$ cat src/rtl/unidade_controle_if.sv
// Bus between the control unit, the synchronous instruction memory and the register bank.
// master: control unit side; slave: memory / register bank side.
interface unidade_controle_if #(
  parameter int bits_palavra  = 16,
  parameter int bits_pc       = 8,
  parameter int end_registros = 2
);
  logic [bits_palavra-1:0]  Instrucao;
  logic [bits_palavra-1:0]  A;
  logic [bits_pc-1:0]       Endereco;
  logic                     Hab_Escrita;
  logic [end_registros-1:0] Sel_E_SA;
  logic [end_registros-1:0] Sel_SB;
  logic [2:0]               Op_ULA;
  logic                     Sel_Mux;
  logic [bits_palavra-1:0]  Imediato;
  logic                     Parado;

  modport master (
    input  Instrucao, A,
    output Endereco, Hab_Escrita, Sel_E_SA, Sel_SB, Op_ULA, Sel_Mux, Imediato, Parado
  );

  modport slave (
    output Instrucao, A,
    input  Endereco, Hab_Escrita, Sel_E_SA, Sel_SB, Op_ULA, Sel_Mux, Imediato, Parado
  );
endinterface

$ cat src/rtl/unidade_controle.sv
// Multi-cycle (BUSCA/DECODIFICA/EXECUTA/ESCRITA) control unit for the 16-bit datapath.
// Control outputs are registered from the next state and next IR, so they only depend on flops.
module unidade_controle #(
  parameter int bits_palavra  = 16,
  parameter int bits_pc       = 8,
  parameter int end_registros = 2
) (
  input  logic                clock,
  input  logic                reset,
  unidade_controle_if.master  bus
);

  typedef enum logic [2:0] {
    BUSCA      = 3'd0,
    DECODIFICA = 3'd1,
    EXECUTA    = 3'd2,
    ESCRITA    = 3'd3,
    PARADO     = 3'd4
  } estado_t;

  localparam logic [3:0] OP_NOP  = 4'h0;
  localparam logic [3:0] OP_ADD  = 4'h1;
  localparam logic [3:0] OP_SUB  = 4'h2;
  localparam logic [3:0] OP_AND  = 4'h3;
  localparam logic [3:0] OP_OR   = 4'h4;
  localparam logic [3:0] OP_LDI  = 4'h5;
  localparam logic [3:0] OP_MOV  = 4'h6;
  localparam logic [3:0] OP_JMP  = 4'h7;
  localparam logic [3:0] OP_BEQZ = 4'h8;
  localparam logic [3:0] OP_HALT = 4'hF;
  localparam logic [bits_pc-1:0] PC_UM = {{(bits_pc-1){1'b0}}, 1'b1};

  estado_t                   estado_r;
  estado_t                   estado_nx_s;
  logic [bits_pc-1:0]        pc_r;
  logic [bits_palavra-1:0]   ir_r;
  logic [bits_palavra-1:0]   ir_nx_s;
  logic                      z_r;

  logic                      hab_escrita_s, hab_escrita_r;
  logic [end_registros-1:0]  sel_e_sa_s, sel_e_sa_r;
  logic [end_registros-1:0]  sel_sb_s, sel_sb_r;
  logic [2:0]                op_ula_s, op_ula_r;
  logic                      sel_mux_s, sel_mux_r;
  logic [bits_palavra-1:0]   imediato_s, imediato_r;
  logic                      parado_s, parado_r;

  function automatic logic [2:0] decodifica_ula(input logic [3:0] opc);
    case (opc)
      OP_ADD:  decodifica_ula = 3'd0;
      OP_SUB:  decodifica_ula = 3'd1;
      OP_AND:  decodifica_ula = 3'd2;
      OP_OR:   decodifica_ula = 3'd3;
      OP_MOV:  decodifica_ula = 3'd4;
      default: decodifica_ula = 3'd0;
    endcase
  endfunction

  function automatic logic escreve_registro(input logic [3:0] opc);
    case (opc)
      OP_ADD, OP_SUB, OP_AND, OP_OR, OP_LDI, OP_MOV: escreve_registro = 1'b1;
      default:                                       escreve_registro = 1'b0;
    endcase
  endfunction

  // NOP and the undefined opcodes 9..E leave Imediato at zero.
  function automatic logic opcode_decodificado(input logic [3:0] opc);
    case (opc)
      OP_ADD, OP_SUB, OP_AND, OP_OR, OP_LDI, OP_MOV,
      OP_JMP, OP_BEQZ, OP_HALT: opcode_decodificado = 1'b1;
      default:                  opcode_decodificado = 1'b0;
    endcase
  endfunction

  // State register
  always_ff @(posedge clock) begin
    if (reset) begin
      estado_r <= BUSCA;
    end else begin
      estado_r <= estado_nx_s;
    end
  end

  // Next-state logic
  always_comb begin
    estado_nx_s = estado_r;
    case (estado_r)
      BUSCA:      estado_nx_s = DECODIFICA;
      DECODIFICA: estado_nx_s = EXECUTA;
      EXECUTA:    estado_nx_s = ESCRITA;
      ESCRITA: begin
        if (ir_r[15:12] == OP_HALT) begin
          estado_nx_s = PARADO;
        end else begin
          estado_nx_s = BUSCA;
        end
      end
      PARADO:     estado_nx_s = PARADO;
      default:    estado_nx_s = BUSCA;
    endcase
  end

  // IR value seen by the next cycle: memory data is captured only in DECODIFICA
  always_comb begin
    ir_nx_s = ir_r;
    if (estado_r == DECODIFICA) begin
      ir_nx_s = bus.Instrucao;
    end else begin
      ir_nx_s = ir_r;
    end
  end

  // Output decode for the upcoming cycle, registered below
  always_comb begin
    hab_escrita_s = 1'b0;
    sel_e_sa_s    = '0;
    sel_sb_s      = '0;
    op_ula_s      = 3'd0;
    sel_mux_s     = 1'b0;
    imediato_s    = '0;
    parado_s      = 1'b0;
    case (estado_nx_s)
      EXECUTA, ESCRITA: begin
        sel_e_sa_s    = ir_nx_s[11:10];
        sel_sb_s      = ir_nx_s[9:8];
        op_ula_s      = decodifica_ula(ir_nx_s[15:12]);
        sel_mux_s     = (ir_nx_s[15:12] == OP_LDI);
        hab_escrita_s = (estado_nx_s == ESCRITA) && escreve_registro(ir_nx_s[15:12]);
        if (opcode_decodificado(ir_nx_s[15:12])) begin
          imediato_s = {{(bits_palavra-8){1'b0}}, ir_nx_s[7:0]};
        end else begin
          imediato_s = '0;
        end
      end
      PARADO:  parado_s = 1'b1;
      default: parado_s = 1'b0;
    endcase
  end

  // Output registers
  always_ff @(posedge clock) begin
    if (reset) begin
      hab_escrita_r <= 1'b0;
      sel_e_sa_r    <= '0;
      sel_sb_r      <= '0;
      op_ula_r      <= 3'd0;
      sel_mux_r     <= 1'b0;
      imediato_r    <= '0;
      parado_r      <= 1'b0;
    end else begin
      hab_escrita_r <= hab_escrita_s;
      sel_e_sa_r    <= sel_e_sa_s;
      sel_sb_r      <= sel_sb_s;
      op_ula_r      <= op_ula_s;
      sel_mux_r     <= sel_mux_s;
      imediato_r    <= imediato_s;
      parado_r      <= parado_s;
    end
  end

  // IR, zero flag and PC; the PC only moves at the end of ESCRITA
  always_ff @(posedge clock) begin
    if (reset) begin
      pc_r <= '0;
      ir_r <= '0;
      z_r  <= 1'b0;
    end else begin
      ir_r <= ir_nx_s;
      if (estado_r == EXECUTA && ir_r[15:12] == OP_BEQZ) begin
        z_r <= (bus.A == '0);
      end
      if (estado_r == ESCRITA) begin
        case (ir_r[15:12])
          OP_JMP:  pc_r <= bits_pc'(ir_r[7:0]);
          OP_BEQZ: pc_r <= z_r ? bits_pc'(ir_r[7:0]) : pc_r + PC_UM;
          OP_HALT: pc_r <= pc_r;
          default: pc_r <= pc_r + PC_UM;
        endcase
      end
    end
  end

  assign bus.Endereco    = pc_r;
  assign bus.Hab_Escrita = hab_escrita_r;
  assign bus.Sel_E_SA    = sel_e_sa_r;
  assign bus.Sel_SB      = sel_sb_r;
  assign bus.Op_ULA      = op_ula_r;
  assign bus.Sel_Mux     = sel_mux_r;
  assign bus.Imediato    = imediato_r;
  assign bus.Parado      = parado_r;

endmodule

$ cat src/flat_wrapper.sv
// flat-port wrapper written by rule: the top's interface ports become plain ports
module unidade_controle_flat 
#(
  parameter int bits_palavra  = 16,
  parameter int bits_pc       = 8,
  parameter int end_registros = 2
)
  (clock, reset, bus_Instrucao, bus_A, bus_Endereco, bus_Hab_Escrita, bus_Sel_E_SA, bus_Sel_SB, bus_Op_ULA, bus_Sel_Mux, bus_Imediato, bus_Parado);
  unidade_controle_if #(.bits_palavra(bits_palavra), .bits_pc(bits_pc), .end_registros(end_registros)) bus_i ();
  input  logic clock;
  input  logic reset;
  input wire logic [$bits(bus_i.Instrucao)-1:0] bus_Instrucao;
  input wire logic [$bits(bus_i.A)-1:0] bus_A;
  output wire logic [$bits(bus_i.Endereco)-1:0] bus_Endereco;
  output wire logic [$bits(bus_i.Hab_Escrita)-1:0] bus_Hab_Escrita;
  output wire logic [$bits(bus_i.Sel_E_SA)-1:0] bus_Sel_E_SA;
  output wire logic [$bits(bus_i.Sel_SB)-1:0] bus_Sel_SB;
  output wire logic [$bits(bus_i.Op_ULA)-1:0] bus_Op_ULA;
  output wire logic [$bits(bus_i.Sel_Mux)-1:0] bus_Sel_Mux;
  output wire logic [$bits(bus_i.Imediato)-1:0] bus_Imediato;
  output wire logic [$bits(bus_i.Parado)-1:0] bus_Parado;
  assign bus_i.Instrucao = bus_Instrucao;
  assign bus_i.A = bus_A;
  assign bus_Endereco = bus_i.Endereco;
  assign bus_Hab_Escrita = bus_i.Hab_Escrita;
  assign bus_Sel_E_SA = bus_i.Sel_E_SA;
  assign bus_Sel_SB = bus_i.Sel_SB;
  assign bus_Op_ULA = bus_i.Op_ULA;
  assign bus_Sel_Mux = bus_i.Sel_Mux;
  assign bus_Imediato = bus_i.Imediato;
  assign bus_Parado = bus_i.Parado;
  unidade_controle #(.bits_palavra(bits_palavra), .bits_pc(bits_pc), .end_registros(end_registros)) u_core (.clock(clock), .reset(reset), .bus(bus_i));
endmodule
$ cat config.mk
export PLATFORM = sky130hd
export DESIGN_NAME = unidade_controle_flat
export DESIGN_NICKNAME = d
export VERILOG_FILES = /design/src/rtl/unidade_controle_if.sv /design/src/rtl/unidade_controle.sv /design/src/flat_wrapper.sv
export SDC_FILE = /design/constraint.sdc
export NUM_CORES = 1
export LEC_CHECK = 0
export CORE_MARGIN = 1.5
export CORE_UTILIZATION = 30
export DETAILED_ROUTE_END_ITERATION = 10
export MAX_ROUTING_LAYER = met4
export PLACE_DENSITY = 0.66
export SLEW_MARGIN = 40
export SYNTH_ARGS = -nofsm -noshare
export SYNTH_HDL_FRONTEND = slang
export SYNTH_SLANG_ARGS = --single-unit
$ cat constraint.sdc
create_clock -name clock -period 2.2 [get_ports clock]
set_input_delay 0.44 -clock clock [delete_from_list [all_inputs] [get_ports clock]]
set_output_delay 0.44 -clock clock [all_outputs]
set_load 0.02 [all_outputs]
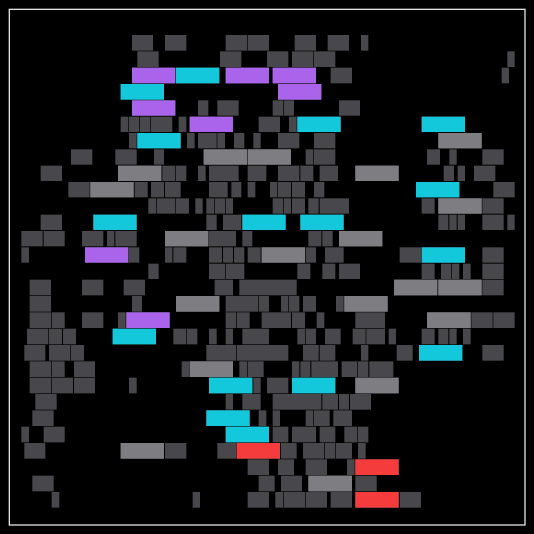
Figure 1: run 1, where the registers sit.
(6 px per um)
cyan -> u_core.ir_r  # sequential cells 16
red -> u_core.bus.Op_ULA  # sequential cells 3
purple -> u_core.bus.Imediato  # sequential cells 8
not colored = 19

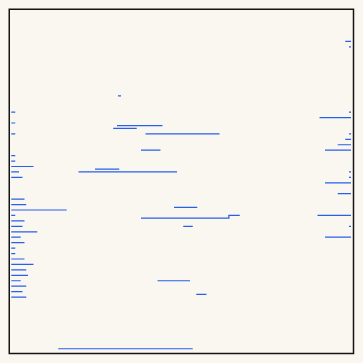
Figure 2: run 1, met3 routing.
(4 px per um)
longest straight run = 33.4 um
nets with wire on the layer = 51
share of all routed wire = 5.6%
wire length on this layer = 268 um

==> Table 3: Implementation characteristics, run 1 <==
Summary of implementation characteristics

Parameter                              Value

Floorplan
  Die Span Y    85.7 um
  Core Density at Floorplan    0.316

Finish
  Share of layout cells above drive strength 1    0.0848
  Filler cell count in the final layout    642
  Clk tree area frac    0.0324

Routing
  DRC violation count after routing    0
  Number of nets with antenna violations after detailed routing    0

Worst setup path
  Worst setup path start    u_core.bus.Endereco[2]
  Critical Setup Path Class    reg2out
  Highest net fanout along the worst path    9
  Critical Path Start Type    flip-flop

Final timing
  Final tally of setup violations    0
  Setup repair after global routing missed its margin    no
  Count of pins over their slew limit    0

Yosys
  Number of cells produced by synthesis    224

Power
  Worst IR drop on VDD    0.000234 V
  Total net switching power    0.496 mW

Placed design
  Placed inst area    2690 sq um
  Input/output buffers    59

Global route
  Pin count of the biggest net entering global routing    32
  Met3 Usage GRT    0.0366

Hold path
  Startpoint of the worst hold path    u_core.ir_r[10]
  Worst hold path type    reg2reg

Status
  Result of the run    complete, no violations
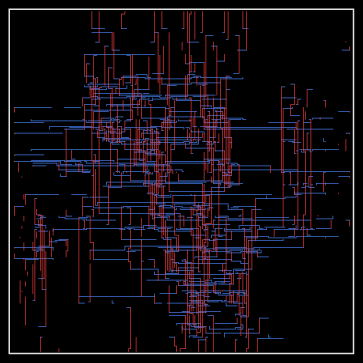
Figure 3: run 1, metal layers overlaid.
(4 px per um) Only two layers are drawn.
blue -> met1  # wire length 2,270 um
red -> met2  # wire length 2,150 um

run 1: kinds of logic after synthesis:
group | Yosys count | share of synthesized area
mux | 15 | 0.0799
flops | 46 | 0.449
fa+ha+maj | 1 | 0.00610
compound gates | 34 | 0.124
buf+inv | 23 | 0.0604
xor+xnor | 2 | 0.00854
simple gates | 102 | 0.271
other cells | 1 | 0.00183
run 1: state kept, by name, indices dropped and copies added, names as in the netlist:
| signal | cells |
|---|---|
| u_core.ir_r | 16 |
| u_core.bus.Endereco | 8 |
| u_core.bus.Imediato | 8 |
| u_core.bus.Op_ULA | 3 |
| u_core.estado_r | 3 |
| u_core.bus.Sel_E_SA | 2 |
| u_core.bus.Sel_SB | 2 |
| u_core.bus.Hab_Escrita | 1 |
| u_core.bus.Parado | 1 |
| u_core.bus.Sel_Mux | 1 |
| u_core.z_r | 1 |
Figure 4. Placement by cell class (run 1).
(3 px per um)
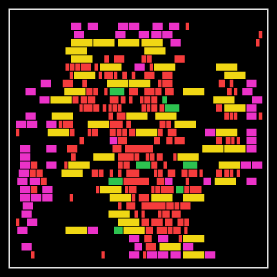

==> inputs of run 2 (changes only) <==
==> constraint.sdc (replaced) <==
create_clock -name clock -period 2.45 [get_ports clock]
set_input_delay 0.49 -clock clock [delete_from_list [all_inputs] [get_ports clock]]
set_output_delay 0.49 -clock clock [all_outputs]
set_load 0.02 [all_outputs]
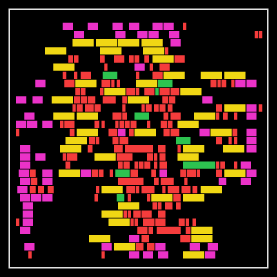
Figure 5: run 2, placement by cell class.
(3 px per um)
green -> clock drivers and dummy loads  # cells 8, share of their area 4.1%
red -> all other logic  # cells 166, share of their area 39%
yellow -> flip-flops  # cells 46, share of their area 34%
magenta -> other buffers and delay cells  # cells 62, share of their area 23%

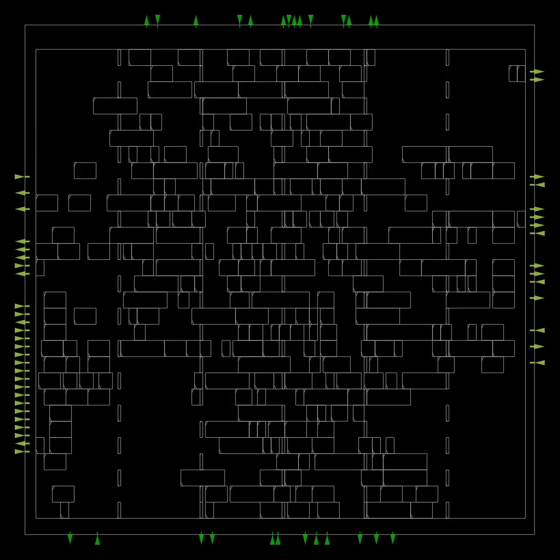
Figure 6: run 2, placement view.
Rows: 29
count of inserted tapcells: 77

==> run 2 against run 1 <==
  * Sequential share of layout area fell by 0.15 points
  * Non-clock buffer count fell by 1
  * First-iteration DRC count fell by 15%
  * Sequential power fell by about 10%
  * Clock-buffer cell count rose by 1
  * Register-to-register slack improved by 0.23 ns
  * Clock power rose by 8.1%
  * Utilization rose by 0.19 points
  * Wire length fell by 0.25%
  * Critical endpoint unchanged
  * Highest routed layer unchanged
==> Table 3: Implementation characteristics, run 2 <==
Summary of implementation characteristics

Parameter                              Value

Worst setup path
  Count of buffering cells on the critical path with inverters included    1
  Register-to-Register Setup Slack    0.66 ns
  Critical Path Start Type    flip-flop
  Crit path depth    1
  Highest net fanout along the worst path    9
  Critical Setup Path Class    reg2out
  Worst setup path start    u_core.bus.Endereco[2]

Final timing
  Final tally of setup violations    0
  Setup repair after global routing missed its margin    no
  Count of pins over their slew limit    0
  Final hold vios    0
  Tightest hold margin    0.464 ns

Power
  Worst IR drop on VDD    0.000203 V

Yosys
  Number of cells produced by synthesis    224
  Top-area cell type share of the netlist area    0.449
  Post-synth EDFFs    0
  List of most frequent post-synthesis cells    sky130_fd_sc_hd__dfxtp_1 (46), sky130_fd_sc_hd__nand2_1 (22), sky130_fd_sc_hd__nor2_1 (21)

Global route
  Pin count of the biggest net entering global routing    32
  Met3 Usage GRT    0.0385
  Via count of the first global-routing pass    1,666

Hold path
  Startpoint of the worst hold path    u_core.ir_r[10]
  Worst hold path type    reg2reg
  Worst Hold Path Cells    2

Routing
  Number of design-rule violations left by the first detailed-router iteration    76
  Number of nets with antenna violations after detailed routing    0
  DRC violation count after routing    0

Status
  Result of the run    complete, no violations

Placed design
  Input/output buffers    59
  Last weighted congestion value of the routability-driven placer    0.815
  Placed inst area    2680 sq um

Clock network
  Late-Pin Clk Latency    0.30 ns
  TritonCTS Sinks    46

Floorplan
  Core Density at Floorplan    0.316
  Die Span Y    85.7 um

Finish
  Number of diodes    0
  Filler cell count in the final layout    633
  Final Instance Count excl. Fillers    359
  Share of layout cells above drive strength 1    0.0780
  Max FFs per register    16
  Top register by number of flip-flops    u_core.ir_r
  Clk tree area frac    0.0395
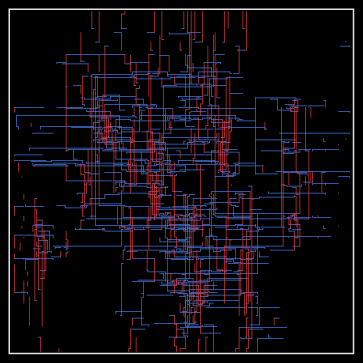
Figure 7: run 2, metal layers overlaid.
(4 px per um) Only two layers are drawn.
blue -> met1  # wire length 2,340 um
red -> met2  # wire length 2,090 um

==> run 2: netlist changes by cell type in the layout (fill, tap and decap cells not counted) <==
cell	change
sky130_fd_sc_hd__clkinv_4	-1
sky130_fd_sc_hd__clkbuf_1	+1
sky130_fd_sc_hd__clkinv_2	-1
sky130_fd_sc_hd__bufinv_16	+1
sky130_fd_sc_hd__buf_4	-1
==> run 2: cell families after synthesis <==
kind of cell    after synthesis  synth area share
buf+inv                      23            0.0604
mux                          15            0.0799
simple gates                102             0.271
fa+ha+maj                     1           0.00610
other cells                   1           0.00183
flops                        46             0.449
compound gates               34             0.124
xor+xnor                      2           0.00854
==> run 2: power by group <==
part           total [mW]  switching (mW)  internal [mW]
clock network       0.558           0.253          0.304
logic               0.282           0.141          0.140
registers           0.825          0.0417          0.783
total                1.66           0.436           1.23
Figure 8. Met3 routing (run 2).
(4 px per um)
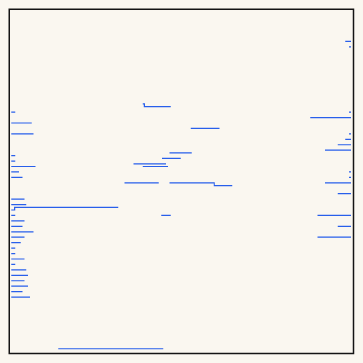

==> inputs of run 3 (changes only) <==
--- a/config.mk
+++ b/config.mk
@@ -9,7 +9,7 @@
 export CORE_UTILIZATION = 30
 export DETAILED_ROUTE_END_ITERATION = 10
 export MAX_ROUTING_LAYER = met4
-export PLACE_DENSITY = 0.66
+export PLACE_DENSITY = 0.68
 export SLEW_MARGIN = 40
 export SYNTH_ARGS = -nofsm -noshare
 export SYNTH_HDL_FRONTEND = slang
==> constraint.sdc (replaced) <==
create_clock -name clock -period 1.7 [get_ports clock]
set_input_delay 0.34 -clock clock [delete_from_list [all_inputs] [get_ports clock]]
set_output_delay 0.34 -clock clock [all_outputs]
set_load 0.02 [all_outputs]
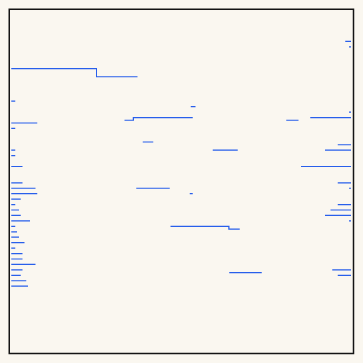
Figure 9: run 3, met3 routing.
(4 px per um)
longest straight run = 21.2 um
share of all routed wire = 4.5%
wire length on this layer = 221 um

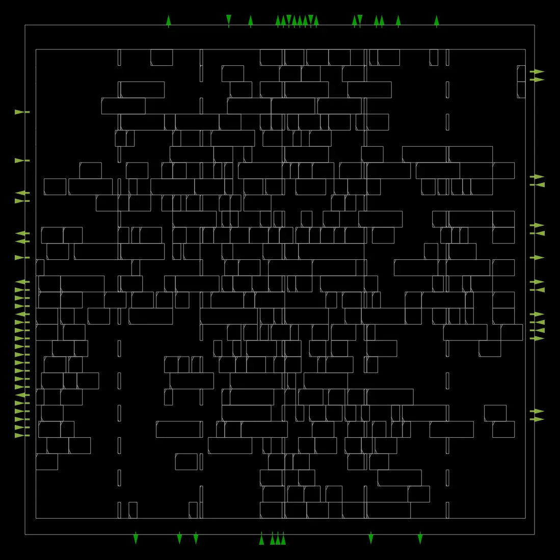
Figure 10: run 3, placement view.
Seq area share: 0.315
Core Area: 6490 sq um
fraction of the core area covered by cells at the end of the flow: 0.452
FF+latch count: 46
Final Instance Count excl. Fillers: 376

==> run 3 against run 2 <==
  * Clock skew about the same
  * Utilization up 2.2 points
  * Register-to-register slack worse by 0.52 ns
  * Non-clock buffer count up 17
  * Cell area up 5.2%
  * First-iteration DRC count up 6.6%
  * Critical path depth unchanged
  * Sequential share of layout area down 1.5 points
  * Wire length up 2.7%
  * Synthesized area unchanged
  * Clock power up 49%
  * Synthesized cell count unchanged
  * Critical path type unchanged
==> Table 3: Implementation characteristics, run 3 <==
Summary of implementation characteristics

Parameter                              Value

Status
  Result of the run    complete, no violations

Final timing
  Count of pins over their slew limit    0
  Final tally of setup violations    0
  Tightest hold margin    0.462 ns
  Sum Neg Setup Slack    0 ns
  Final hold vios    0
  Setup repair after global routing missed its margin    no

Yosys
  Share of synthesized cell area in and, or, nand and nor gates    0.271
  Area fraction in mux cells    0.0799
  Largest logic family    simple AND/OR/NAND/NOR gates
  Cell count in the Yosys report    224
  List of most frequent post-synthesis cells    sky130_fd_sc_hd__dfxtp_1 (46), sky130_fd_sc_hd__nand2_1 (22), sky130_fd_sc_hd__nor2_1 (21)
  Compound Share, Synth    0.124
  Number of cells produced by synthesis    224
  Top-area cell type share of the netlist area    0.449
  Post-synth EDFFs    0

Hold path
  Startpoint of the worst hold path    u_core.ir_r[11]
  Worst Hold Path Cells    2
  Worst hold path type    reg2reg

Placed design
  Placed inst area    2810 sq um
  Input/output buffers    59
  Last weighted congestion value of the routability-driven placer    0.783

Finish
  Top register by number of flip-flops    u_core.ir_r
  Combinational gates    162
  Max FFs per register    16
  Filler cell count in the final layout    625
  Number of diodes    0
  Clk tree area frac    0.0384
  Share of layout cells above drive strength 1    0.144

Worst setup path
  Crit path depth    1
  Register-to-Register Setup Slack    0.14 ns
  Highest net fanout along the worst path    3
  Critical Setup Path Class    reg2out
  Worst setup path start    u_core.bus.Endereco[1]
  Critical Path Start Type    flip-flop
  Count of buffering cells on the critical path with inverters included    1

Routing
  DRC violation count after routing    0
  Number of design-rule violations left by the first detailed-router iteration    81
  Number of nets with antenna violations after detailed routing    0

Global route
  Via count of the first global-routing pass    1,843
  Pin count of the biggest net entering global routing    32

Power
  Worst IR drop on VDD    0.000358 V

Clock network
  TritonCTS Sinks    46
  Clock tree from TritonCTS    built
  Maximum buffer depth of the clock tree    2
  Late-Pin Clk Latency    0.30 ns

Floorplan
  Core Density at Floorplan    0.316
  Count of inserted tapcells    77
  Rows    29

Job
  MaxCap Viol Count    0
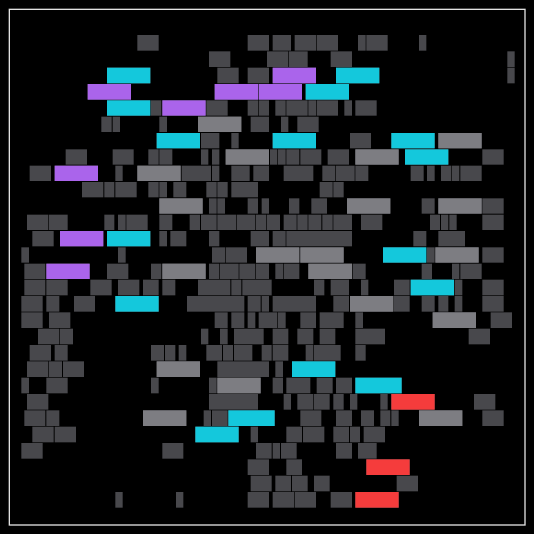
Figure 11: run 3, where the registers sit.
(6 px per um)
purple -> u_core.bus.Imediato  # sequential cells 8
cyan -> u_core.ir_r  # sequential cells 16
red -> u_core.bus.Op_ULA  # sequential cells 3
not colored = 19

[run 3: cell counts after synthesis]
No cell type changed its count.
[run 3: metal layers]
| layer | up-vias | GRT usage | share of wire | wire, um |
|---|---|---|---|---|
| li1 | 924 | - | - | - |
| met1 | 860 | 0.177 | 0.47 | 2300 |
| met2 | 57 | 0.234 | 0.47 | 2300 |
| met3 | 5 | 0.0327 | 0.045 | 220 |
| met4 | 0 | 0.0411 | 0.011 | 55 |
| met5 | - | - | 0 | 0 |
[run 3: repair_timing]
item	CTS	global route
buffers inserted	0	0
endpoints found under the hold margin	0	0
endpoints found under the setup margin	4	7
resized	4	6
[run 3: report_power, final]
part	total, mW	switching [mW]	internal [mW]
clock network	0.834	0.393	0.441
logic	0.456	0.225	0.232
registers	1.18	0.0508	1.13
total	2.47	0.668	1.80
Power and IR drop assume default switching activity.
